Figure 1. Sequential cells grouped by signal name.
Other cells in gray.
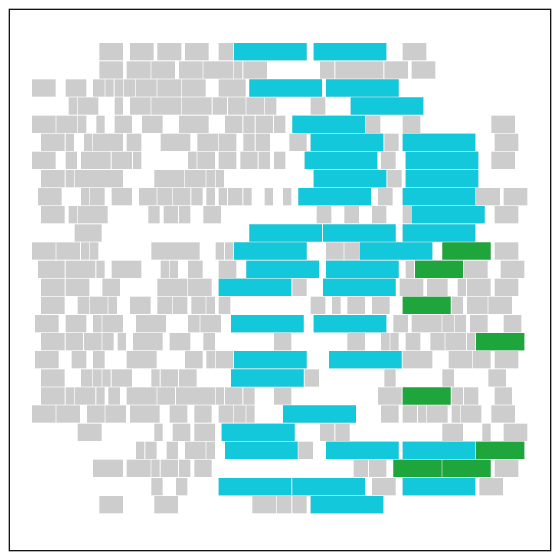
Figure 2. I/O nets highlighted.
The bar under the picture is 20 um long.
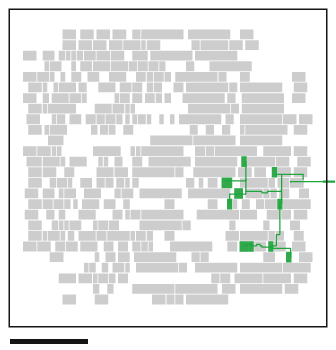
Figure 3. Routed metal, one color a layer.
Two of the layers only.
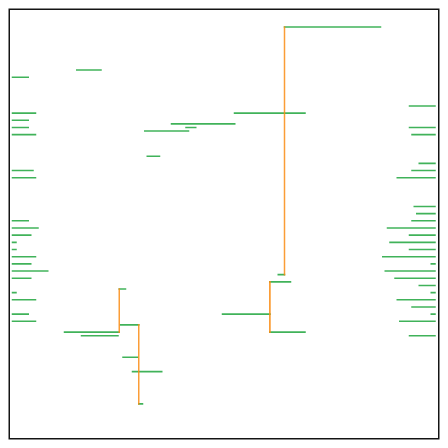
File: src/rtl/addsub_pkg.sv
// addsub_pkg: shared op encoding and default widths for the add/subtract pipeline
package addsub_pkg;
  typedef enum logic {OP_ADD = 1'b0, OP_SUB = 1'b1} op_e;
  localparam int W_DEF = 8;
  localparam int LANES_DEF = 2;
  localparam int LAT_DEF = 2;
  localparam int SEQ_W_DEF = 8;
endpackage

File: src/rtl/addsub_lane.sv
// addsub_lane: one-lane add/sub with carry/borrow; ADDSUB_SAT_EN adds saturation
module addsub_lane
  import addsub_pkg::*;
#(
  parameter int W = W_DEF
) (
  input  logic [W-1:0] a_i,
  input  logic [W-1:0] b_i,
  input  op_e          op_i,
  output logic [W-1:0] y_o,
  output logic         carry_o
);
  logic [W:0] r;
  always_comb begin
    r = (op_i == OP_SUB) ? {1'b0, a_i} - {1'b0, b_i} : {1'b0, a_i} + {1'b0, b_i};
    carry_o = r[W];
`ifdef ADDSUB_SAT_EN
    y_o = r[W] ? ((op_i == OP_SUB) ? '0 : '1) : r[W-1:0];
`else
    y_o = r[W-1:0];
`endif
  end
endmodule

File: src/rtl/addsub_pipe.sv
// addsub_pipe: multi-lane pipelined add/sub with valid/ready, global stall and result seq (ADDSUB_SAT_EN in lanes)
module addsub_pipe
  import addsub_pkg::*;
#(
  parameter int W     = W_DEF,
  parameter int LANES = LANES_DEF,
  parameter int LAT   = LAT_DEF,
  parameter int SEQ_W = SEQ_W_DEF
) (
  input  logic               clk,
  input  logic               rst,
  input  logic               in_valid,
  output logic               in_ready,
  input  logic               op,
  input  logic [LANES*W-1:0] a,
  input  logic [LANES*W-1:0] b,
  output logic               out_valid,
  input  logic               out_ready,
  output logic [LANES*W-1:0] y,
  output logic [LANES-1:0]   carry,
  output logic [SEQ_W-1:0]   seq
);
  typedef struct packed {
    logic               valid;
    op_e                op;
    logic [LANES*W-1:0] y;
    logic [LANES-1:0]   carry;
  } stage_t;
  logic [LANES*W-1:0] y_lane;
  logic [LANES-1:0]   carry_lane;
  stage_t             st_q [LAT];
  stage_t             st_d;
  logic [SEQ_W-1:0]   seq_q, seq_d;
  logic               stall;
  for (genvar i = 0; i < LANES; i++) begin : g_lane
    addsub_lane #(.W(W)) u_lane (
      .a_i    (a[i*W +: W]),
      .b_i    (b[i*W +: W]),
      .op_i   (op_e'(op)),
      .y_o    (y_lane[i*W +: W]),
      .carry_o(carry_lane[i])
    );
  end
  always_comb begin
    stall = st_q[LAT-1].valid && !out_ready;
    in_ready = !stall && !rst;
    st_d = '{valid: in_valid && in_ready, op: op_e'(op), y: y_lane, carry: carry_lane};
    seq_d = seq_q + SEQ_W'(out_valid && out_ready);
  end
  // a stall freezes every stage, so bubbles never collapse and order is preserved
  always_ff @(posedge clk) begin
    if (rst) begin
      for (int k = 0; k < LAT; k++) st_q[k] <= '0;
      seq_q <= '0;
    end else begin
      if (!stall) begin
        st_q[0] <= st_d;
        for (int k = 1; k < LAT; k++) st_q[k] <= st_q[k-1];
      end
      seq_q <= seq_d;
    end
  end
  assign out_valid = st_q[LAT-1].valid;
  assign y         = st_q[LAT-1].y;
  assign carry     = st_q[LAT-1].carry;
  assign seq       = seq_q;
endmodule

File: config.mk
export PLATFORM = sky130hd
export DESIGN_NAME = addsub_pipe
export DESIGN_NICKNAME = d
export VERILOG_FILES = /design/src/rtl/addsub_pkg.sv /design/src/rtl/addsub_lane.sv /design/src/rtl/addsub_pipe.sv
export SDC_FILE = /design/constraint.sdc
export NUM_CORES = 1
export LEC_CHECK = 0
export CAP_MARGIN = 0
export CORE_MARGIN = 3
export CORE_UTILIZATION = 50
export CTS_BUF_LIST = sky130_fd_sc_hd__clkbuf_4
export CTS_CLUSTER_SIZE = 40
export DETAILED_ROUTE_END_ITERATION = 12
export MAX_ROUTING_LAYER = met4
export PLACE_DENSITY = 0.86
export REMOVE_ABC_BUFFERS = 1
export SLEW_MARGIN = 20
export SYNTH_ARGS = -nofsm -noshare
export SYNTH_HDL_FRONTEND = slang
export SYNTH_SLANG_ARGS = --single-unit
File: constraint.sdc
create_clock -name clk -period 3.4 [get_ports clk]
set_input_delay 0.68 -clock clk [delete_from_list [all_inputs] [get_ports clk]]
set_output_delay 0.68 -clock clk [all_outputs]
set_load 0.1 [all_outputs]
==> CHANGELOG.md <==
### Changed

- Status: finished, final reports clean
- PostCTS Resize Cnt: 0
- Switch share: 34.77%
- Syn. warnings: 0
- Dpl hpwl: 3867 um
- Met3 WL: 303 um
- Dpl cells: 391
- DRC Markers: 0
- Place WS: 6.044 ps
- CP cell instances: clkdlybuf4s50_1, or3_1, nor3b_1, nor2_1, xnor2_1, ha_1, or4_1, o32ai_2, xnor2_1, and2_1
- Max_cap viols: 0
- Critical path type: input pin to flip-flop
- Most frequently used flop master after synthesis: edfxtp_1
- Setup-failing EPs final: 0
- Worst slew pin tran: 987.1 ps
- Min-delay src: st_q[0][4]
- Metal2 WL: 2286 um
- Die X: 81.07 um
- Crit path buf inv count: 1
- Die H: 81.07 um
- Worst path slowest cell: or4_1
- Final setup TNS: 0 ps
- Max incr delay on CP: 520 ps
- Taps Inserted: 70
- Post-route cell area: 0.003520 mm2
- Reg clk slew, reported paths: 120 ps
- Root buffer cell: clkbuf_4
- Cell mode on critical path: xnor2_1
- Power Dens Cells: 424.8 mW/mm2
- Number of core rows: 26
- Critical Path Sink Type: flip-flop
- Top cells by count: edfxtp_1 (38), nor2_1 (31), and2_1 (23)
- CP arrival: 3160 ps
- Antenna diodes: 0
- Cts-stage hold buffer count: 0
- Cells after synthesis: 271
- Yosys stat cell total: 271
- Main logic family: simple AND/OR/NAND/NOR gates
- Log Warnings: 25
- Htree depth: 2
- DRT Pass-1 Iters: 4
- Worst R2R End: st_q[0][35]
- Uppermost layer routed: met4
- Worst-case hold path end point: st_q[0][24]
- Logic share of the area: 36.79%
- Crit path DRT: 3510 ps
- Worst setup SP type: input pin
- Area leader share: 40.50%
- Post-synth EDFFs: 38
- Met3 Use GR: 3.215%
- Combinational Gates: 183
- Max-slew headroom: 33.99%
- Layout cells sized above 1: 8.815%
- Tot Pwr: 1.495 mW
- Signal buffers share of area: 20.41%
- CTS tree: done
- Longest Clk Path Bufs: 2
- Post-CTS setup buffers: 0
- Simple share: 17.32%
- Psw: 519.8 uW
- RR Startpoint: st_q[0][39]
- Setup crit end: st_q[0][9]
- Top-count cell post-synth: edfxtp_1
- Largest Pwr Group: registers
- DRT met1 WL: 2176 um
- Top Usage Layer GRT: met2
- Reg power frac: 46.5%
- Iteration-0 DRC Markers: 77
- Clock group: 238 uW
- Wire length of the first global-routing pass: 8079 um
- Top reg by flops: st_q
- Initial antenna violation count: 0
- DIE AREA: 0.006572 mm2
- Largest class: flip-flops and latches
- Placed inst area: 0.003466 mm2
- Maximum fanout along the worst path: 2
- Worst VDD drop: 0.2421 mV
- Crit path depth: 10
- Final Max Tran Viols: 0
- CORE AREA: 0.005270 mm2
- Registers: 46
- Hold Crit Class: flip-flop to flip-flop
- Vias per cell: 5.073
- Pre-placement core utilization: 53.47%
- Synth top area cells: edfxtp_1 (40%), ha_1 (8.9%), dfxtp_1 (5.7%)
- MI comb area: 0.001295 mm2
- P_leak: 1.469 nW
- Fillcell total: 421
- Synth Area in XOR/XNOR: 6.217%
- Met2 Usage GRT: 27.26%
- GPL Wtd Cong: 0.8988
- Post-Syn Area: 0.002818 mm2
- Max Clk Rate: 328.4 MHz
- Area fraction in compound gates: 10.79%
- Register area share after synthesis: 46.18%
- Largest net degree at the start of global routing: 39
- Post-route ant nets: 0
- Final hold vios: 0
- Mux area share: 1.155%
- CP top delay family: simple AND/OR/NAND/NOR gates
- Largest area contributor in the netlist: edfxtp_1
- Dominant logic cell type in the layout: clkdlybuf4s50_1
- Clk_buf instances: 6
- Layout Cells excl Fill: 399
- RSZ-0062 raised after global routing: no
- Power Internal: 975.4 uW
- Max FFs per register: 38
- Vias in the first global route: 1,890
- GR Layer Usage met1: 18.98%
- Flop share of the area: 36.97%
- Worst setup path startpoint: b[2]
- Post-route minimum period: 3045 ps
- Logic inverters: 17
- Worst R2R Path Depth: 1
- Asr flop ratio synth: 0%
- Fin nets: 387
- Final Cycle Share: 89.55%
- Chip Area, Yosys: 0.002818 mm2
- Combinational power share: 37.6%
- Grt total ovfl: 0
- CTS Buf Count: 5
- Clock net sink count: 46
- Yosys cell types: 39
- Most instantiated logic cells after routing: clkdlybuf4s50_1 (57), edfxtp_1 (38), nor2_1 (31)
- WHS: 532.1 ps
- Final worst setup slack: 355.2 ps
- Worst hold path stage count: 1
- Worst R2R Setup Slack: 1700 ps
- Clk cell area share: 1.529%
- P_comb: 562 uW
- Avg Cell Area, Syn: 10.40 um2
About Figure 1:
signal	color	sequential cells
st_q	cyan	38
seq	green	8
Final Util: 66.79%
Storage cell area: 0.001301 mm2
Seq power: 695 uW

About Figure 2:
port	color	bits	direction	end cells	wire
rst	green	1	input	10	85.4 um
# port buffers: 64
IO Pins: 65

About Figure 3:
layer	color	wire length
metal 4	orange	79.6 um
metal 3	green	303 um
Overall Global Routing Usage: 16.36%
Avg WL per Cell: 12.15 um
routed wire length: 4846 um
total number of vias: 2,024

Power is estimated from default activity; no workload was simulated.
